`src/rtl/instr_mem_loader_if.sv`:
```
// Fetch and boot-load signals of the instruction memory.
// The master is the CPU/loader side; the slave is instr_mem_loader.
interface instr_mem_loader_if #(
  parameter int DATA_W = 16,
  parameter int ADDR_W = 8,
  parameter int DEPTH  = 128
);
  localparam int CNT_W = $clog2(DEPTH + 1);

  logic [ADDR_W-1:0] ADDR;
  logic [DATA_W-1:0] Q;
  logic              MISALIGN;
  logic              LD_START;
  logic              LD_VALID;
  logic [7:0]        LD_BYTE;
  logic              LD_LAST;
  logic              LD_READY;
  logic              LOADING;
  logic              LD_DONE;
  logic              LD_ERR;
  logic [CNT_W-1:0]  LD_COUNT;

  modport master (
    output ADDR, LD_START, LD_VALID, LD_BYTE, LD_LAST,
    input  Q, MISALIGN, LD_READY, LOADING, LD_DONE, LD_ERR, LD_COUNT
  );

  modport slave (
    input  ADDR, LD_START, LD_VALID, LD_BYTE, LD_LAST,
    output Q, MISALIGN, LD_READY, LOADING, LD_DONE, LD_ERR, LD_COUNT
  );
endinterface

```
`src/rtl/instr_mem_loader.sv`:
```
// Instruction memory with a byte-stream boot loader; zero-filled after RESET.
// Fetch is combinational (REG_OUT=0) or 1-cycle registered; loader is ready only in LOAD.
module instr_mem_loader #(
  parameter int                 DATA_W   = 16,
  parameter int                 ADDR_W   = 8,
  parameter int                 DEPTH    = 128,
  parameter int                 REG_OUT  = 0,
  parameter logic [DATA_W-1:0]  NOP_WORD = '0
) (
  input  logic                CLK,
  input  logic                RESET,
  instr_mem_loader_if.slave   bus
);
  localparam int BPW   = DATA_W / 8;
  localparam int BSH   = (BPW > 1) ? $clog2(BPW) : 0;
  localparam int BCW   = (BSH > 0) ? BSH : 1;
  localparam int PTR_W = (DEPTH > 1) ? $clog2(DEPTH) : 1;
  localparam int CNT_W = $clog2(DEPTH + 1);
  localparam int IW    = ADDR_W + PTR_W;

  typedef enum logic [1:0] {S_CLEAR, S_RUN, S_LOAD} state_t;

  state_t             r_state;
  state_t             w_state_nxt;
  logic [DATA_W-1:0]  r_mem [DEPTH];
  logic [PTR_W-1:0]   r_clr_ptr;
  logic [BCW-1:0]     r_byte_cnt;
  logic [DATA_W-1:0]  r_asm;
  logic [CNT_W-1:0]   r_ld_count;
  logic               r_ld_err;
  logic               r_ld_done;

  logic               w_accept;
  logic               w_word_done;
  logic               w_full;
  logic [BCW-1:0]     w_byte_pos;
  logic [DATA_W-1:0]  w_word;
  logic               w_we;
  logic [PTR_W-1:0]   w_waddr;
  logic [DATA_W-1:0]  w_wdata;
  logic [IW-1:0]      w_idx;
  logic [DATA_W-1:0]  w_q;
  logic               w_mis;

  always_ff @(posedge CLK) begin
    if (RESET) r_state <= S_CLEAR;
    else       r_state <= w_state_nxt;
  end

  always_comb begin
    w_state_nxt = r_state;
    case (r_state)
      S_CLEAR: if (r_clr_ptr == PTR_W'(DEPTH - 1)) w_state_nxt = S_RUN;
      S_RUN:   if (bus.LD_START)                   w_state_nxt = S_LOAD;
      S_LOAD:  if (w_accept && bus.LD_LAST)        w_state_nxt = S_RUN;
      default:                                     w_state_nxt = S_CLEAR;
    endcase
  end

  // Each byte is OR-ed into its final lane, so a short last word keeps zero low bytes.
  always_comb begin
    w_accept    = (r_state == S_LOAD) && bus.LD_VALID;
    w_byte_pos  = BCW'(BPW - 1) - r_byte_cnt;
    w_word      = r_asm | (DATA_W'(bus.LD_BYTE) << {w_byte_pos, 3'b000});
    w_word_done = w_accept && ((r_byte_cnt == BCW'(BPW - 1)) || bus.LD_LAST);
    w_full      = (r_ld_count == CNT_W'(DEPTH));
    w_we        = 1'b0;
    w_waddr     = r_clr_ptr;
    w_wdata     = '0;
    if (r_state == S_CLEAR) begin
      w_we = !RESET;
    end else if (w_word_done && !w_full) begin
      w_we    = !RESET;
      w_waddr = r_ld_count[PTR_W-1:0];
      w_wdata = w_word;
    end
  end

  always_ff @(posedge CLK) begin
    if (w_we) r_mem[w_waddr] <= w_wdata;
  end

  always_ff @(posedge CLK) begin
    if (RESET) begin
      r_clr_ptr  <= '0;
      r_byte_cnt <= '0;
      r_asm      <= '0;
      r_ld_count <= '0;
      r_ld_err   <= 1'b0;
      r_ld_done  <= 1'b0;
    end else begin
      r_ld_done <= w_accept && bus.LD_LAST;
      if (r_state == S_CLEAR) r_clr_ptr <= r_clr_ptr + 1'b1;
      if (r_state == S_RUN && bus.LD_START) begin
        r_byte_cnt <= '0;
        r_asm      <= '0;
        r_ld_count <= '0;
        r_ld_err   <= 1'b0;
      end else if (w_accept) begin
        if (w_word_done) begin
          r_byte_cnt <= '0;
          r_asm      <= '0;
          if (w_full) r_ld_err   <= 1'b1;
          else        r_ld_count <= r_ld_count + 1'b1;
        end else begin
          r_byte_cnt <= r_byte_cnt + 1'b1;
          r_asm      <= w_word;
        end
      end
    end
  end

  // Fetch is served only in RUN; the sub-word address bits only flag misalignment.
  assign w_idx = IW'(bus.ADDR) >> BSH;
  assign w_q   = (r_state == S_RUN && w_idx < IW'(DEPTH)) ? r_mem[w_idx[PTR_W-1:0]] : NOP_WORD;

  if (BSH > 0) begin : g_mis
    assign w_mis = (r_state == S_RUN) && (|bus.ADDR[BSH-1:0]);
  end else begin : g_nomis
    assign w_mis = 1'b0;
  end

  if (REG_OUT != 0) begin : g_reg_out
    logic [DATA_W-1:0] r_q;
    logic              r_mis;
    always_ff @(posedge CLK) begin
      if (RESET) begin
        r_q   <= NOP_WORD;
        r_mis <= 1'b0;
      end else begin
        r_q   <= w_q;
        r_mis <= w_mis;
      end
    end
    assign bus.Q        = r_q;
    assign bus.MISALIGN = r_mis;
  end else begin : g_comb_out
    assign bus.Q        = w_q;
    assign bus.MISALIGN = w_mis;
  end

  assign bus.LD_READY = (r_state == S_LOAD);
  assign bus.LOADING  = (r_state != S_RUN);
  assign bus.LD_DONE  = r_ld_done;
  assign bus.LD_ERR   = r_ld_err;
  assign bus.LD_COUNT = r_ld_count;
endmodule
```
`src/flat_wrapper.sv`:
```
// flat-port wrapper written by rule: the top's interface ports become plain ports
module instr_mem_loader_flat 
#(
  parameter int                 DATA_W   = 16,
  parameter int                 ADDR_W   = 8,
  parameter int                 DEPTH    = 128,
  parameter int                 REG_OUT  = 0,
  parameter logic [DATA_W-1:0]  NOP_WORD = '0
)
  (CLK, RESET, bus_ADDR, bus_LD_START, bus_LD_VALID, bus_LD_BYTE, bus_LD_LAST, bus_Q, bus_MISALIGN, bus_LD_READY, bus_LOADING, bus_LD_DONE, bus_LD_ERR, bus_LD_COUNT);
  instr_mem_loader_if #(.DATA_W(DATA_W), .ADDR_W(ADDR_W), .DEPTH(DEPTH)) bus_i ();
  input  logic CLK;
  input  logic RESET;
  input wire logic [$bits(bus_i.ADDR)-1:0] bus_ADDR;
  input wire logic [$bits(bus_i.LD_START)-1:0] bus_LD_START;
  input wire logic [$bits(bus_i.LD_VALID)-1:0] bus_LD_VALID;
  input wire logic [$bits(bus_i.LD_BYTE)-1:0] bus_LD_BYTE;
  input wire logic [$bits(bus_i.LD_LAST)-1:0] bus_LD_LAST;
  output wire logic [$bits(bus_i.Q)-1:0] bus_Q;
  output wire logic [$bits(bus_i.MISALIGN)-1:0] bus_MISALIGN;
  output wire logic [$bits(bus_i.LD_READY)-1:0] bus_LD_READY;
  output wire logic [$bits(bus_i.LOADING)-1:0] bus_LOADING;
  output wire logic [$bits(bus_i.LD_DONE)-1:0] bus_LD_DONE;
  output wire logic [$bits(bus_i.LD_ERR)-1:0] bus_LD_ERR;
  output wire logic [$bits(bus_i.LD_COUNT)-1:0] bus_LD_COUNT;
  assign bus_i.ADDR = bus_ADDR;
  assign bus_i.LD_START = bus_LD_START;
  assign bus_i.LD_VALID = bus_LD_VALID;
  assign bus_i.LD_BYTE = bus_LD_BYTE;
  assign bus_i.LD_LAST = bus_LD_LAST;
  assign bus_Q = bus_i.Q;
  assign bus_MISALIGN = bus_i.MISALIGN;
  assign bus_LD_READY = bus_i.LD_READY;
  assign bus_LOADING = bus_i.LOADING;
  assign bus_LD_DONE = bus_i.LD_DONE;
  assign bus_LD_ERR = bus_i.LD_ERR;
  assign bus_LD_COUNT = bus_i.LD_COUNT;
  instr_mem_loader #(.DATA_W(DATA_W), .ADDR_W(ADDR_W), .DEPTH(DEPTH), .REG_OUT(REG_OUT), .NOP_WORD(NOP_WORD)) u_core (.CLK(CLK), .RESET(RESET), .bus(bus_i));
endmodule
```
`config.mk`:
```
export PLATFORM = sky130hd
export DESIGN_NAME = instr_mem_loader_flat
export DESIGN_NICKNAME = d
export VERILOG_FILES = /design/src/rtl/instr_mem_loader_if.sv /design/src/rtl/instr_mem_loader.sv /design/src/flat_wrapper.sv
export SDC_FILE = /design/constraint.sdc
export NUM_CORES = 2
export LEC_CHECK = 0
export CORE_ASPECT_RATIO = 0.7
export CORE_MARGIN = 8
export CORE_UTILIZATION = 59
export CTS_BUF_LIST = sky130_fd_sc_hd__clkbuf_8
export CTS_CLUSTER_SIZE = 25
export DETAILED_ROUTE_END_ITERATION = 12
export HOLD_SLACK_MARGIN = 0.06
export PLACE_DENSITY = 0.83
export SLEW_MARGIN = 20
export SYNTH_ARGS = -nofsm -noshare
export SYNTH_HDL_FRONTEND = slang
export SYNTH_SLANG_ARGS = --single-unit
```
`constraint.sdc`:
```
create_clock -name CLK -period 6.2 [get_ports CLK]
set_input_delay 1.55 -clock CLK [delete_from_list [all_inputs] [get_ports CLK]]
set_output_delay 1.55 -clock CLK [all_outputs]
set_load 0.03 [all_outputs]
```
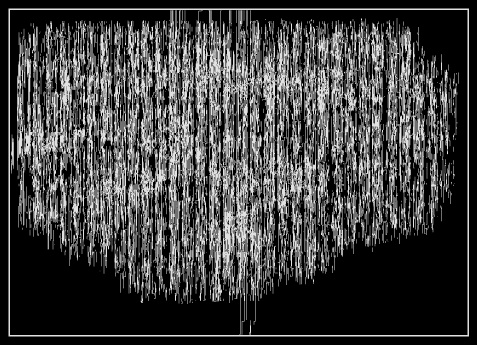
m2.png
(1 px per um)
- wire length on this layer: 93.1 mm
- main direction: vertical
- nets with wire on the layer: 4065
- longest straight run: 106 um
- share of all routed wire: 44%

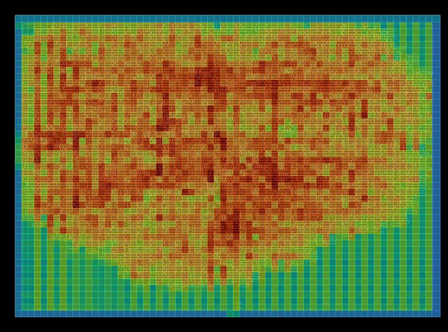
congestion_map.png
grt peak-use layer: met2
overall fraction of global-route tracks in use: 0.2796
post-DR wirelength/cell: 33.20 um

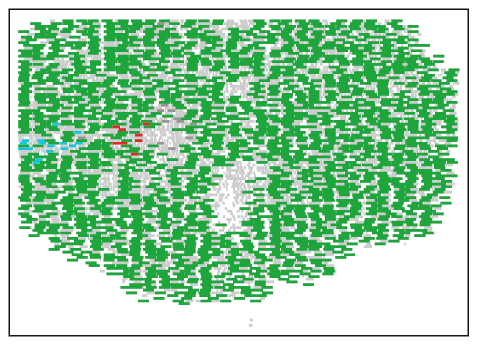
ff_map.png
(1 px per um) Other sequential cells in the stronger grey, the rest of the logic in the fainter grey.
- u_core.bus.LD_COUNT: red (sequential cells 8; where left middle)
- u_core.r_asm: cyan (sequential cells 16; where left middle)
- u_core.r_mem: green (sequential cells 2048; where widely spread)
- not coloured: 12
area taken by flip-flops and latches: 0.06222 mm^2
final cell utilization of the core: 0.6694
share of cell area taken by flip-flops and latches: 0.6855

==> impl.org <==
#+TITLE: Synthesis and PnR summary

** Outcome
- Result of the run :: finished with violations
- Failing checks :: setup timing

** Place
- Buffers placed on the I/O ports in this run total between 40 and 50.
- Total placed instance area :: roughly 0.086 mm^2

** Layout
- The final layout contains about 4.4k nets.
- The number of sequential cells reported for the layout is about 2.1k.
- Fraction of layout cells with a size suffix above 1 :: 0.2470
- By area, registers come first.
- The register with the most flip-flops in the layout has 2048 of them.

** Logic synthesis
- Per the Yosys statistics, synthesis produced ~4.0k cells.
- Total nets after synthesis :: around 4k
- Number of flip-flops and latches in the synthesized netlist :: around 2.1k

** Die
- Row count :: around 110
- Pre-placement core utilization :: 0.5935

** Timing
- In the post-route analysis, the smallest setup slack over all paths is -75.00 ps.
- Setup repair after global routing left no endpoint under its margin.
- Per the finish-stage timing summary, setup violations number 2.

** Drt
- The final route contains around 44k vias.
- The detail route stage leaves a number of antenna-violating nets equal to 0.
- Wirelength, routed :: 212800 um

** CTS
- CTS built an H-tree with a depth of 5.

** Setup path
- STA classifies the critical path startpoint as an input pin.
- Crit path launch :: bus_ADDR[6]
- Dominant delay contributor by cell family on the critical path :: simple AND/OR/NAND/NOR gates
- The startpoint identified for the worst register-to-register timing path is u_core.r_byte_cnt$_SDFFE_PP0P_.

** Power and ir drop
- Of the total power, the clock network draws 0.381.
- Of the total power, registers draw 0.585.

** GRT
- The first global-routing pass estimated about 300000 um of wire.
- In the global route stage, met1 resource usage came out at 0.3899.
[logic make-up (layout without fill, tap and decap cells)]
| group | after synthesis | after routing | synth area share |
|---|---|---|---|
| adders and majority gates | 3 | 3 | 0.0004665 |
| muxes | 645 | 645 | 0.1423 |
| xor gates and xnor gates | 10 | 10 | 0.001088 |
| DFF | 2084 | 2084 | 0.7731 |
| and+or+nand+nor | 682 | 682 | 0.04120 |
| buffers and inverters | 236 | 869 | 0.01401 |
| AOI/OAI and AO/OA | 326 | 326 | 0.02777 |
| other | 0 | 7 | 0 |
[power groups by stage]
stage	Clock [mW]	Combinational, mW	Sequential [mW]
floorplan	0	0.527	15.6
global placement	0	0.850	15.6
detailed placement	0	0.859	15.6
CTS	9.99	0.864	15.3
global route	10.5	0.911	15.3
finish	9.93	0.886	15.3
Power and IR drop assume default switching activity.
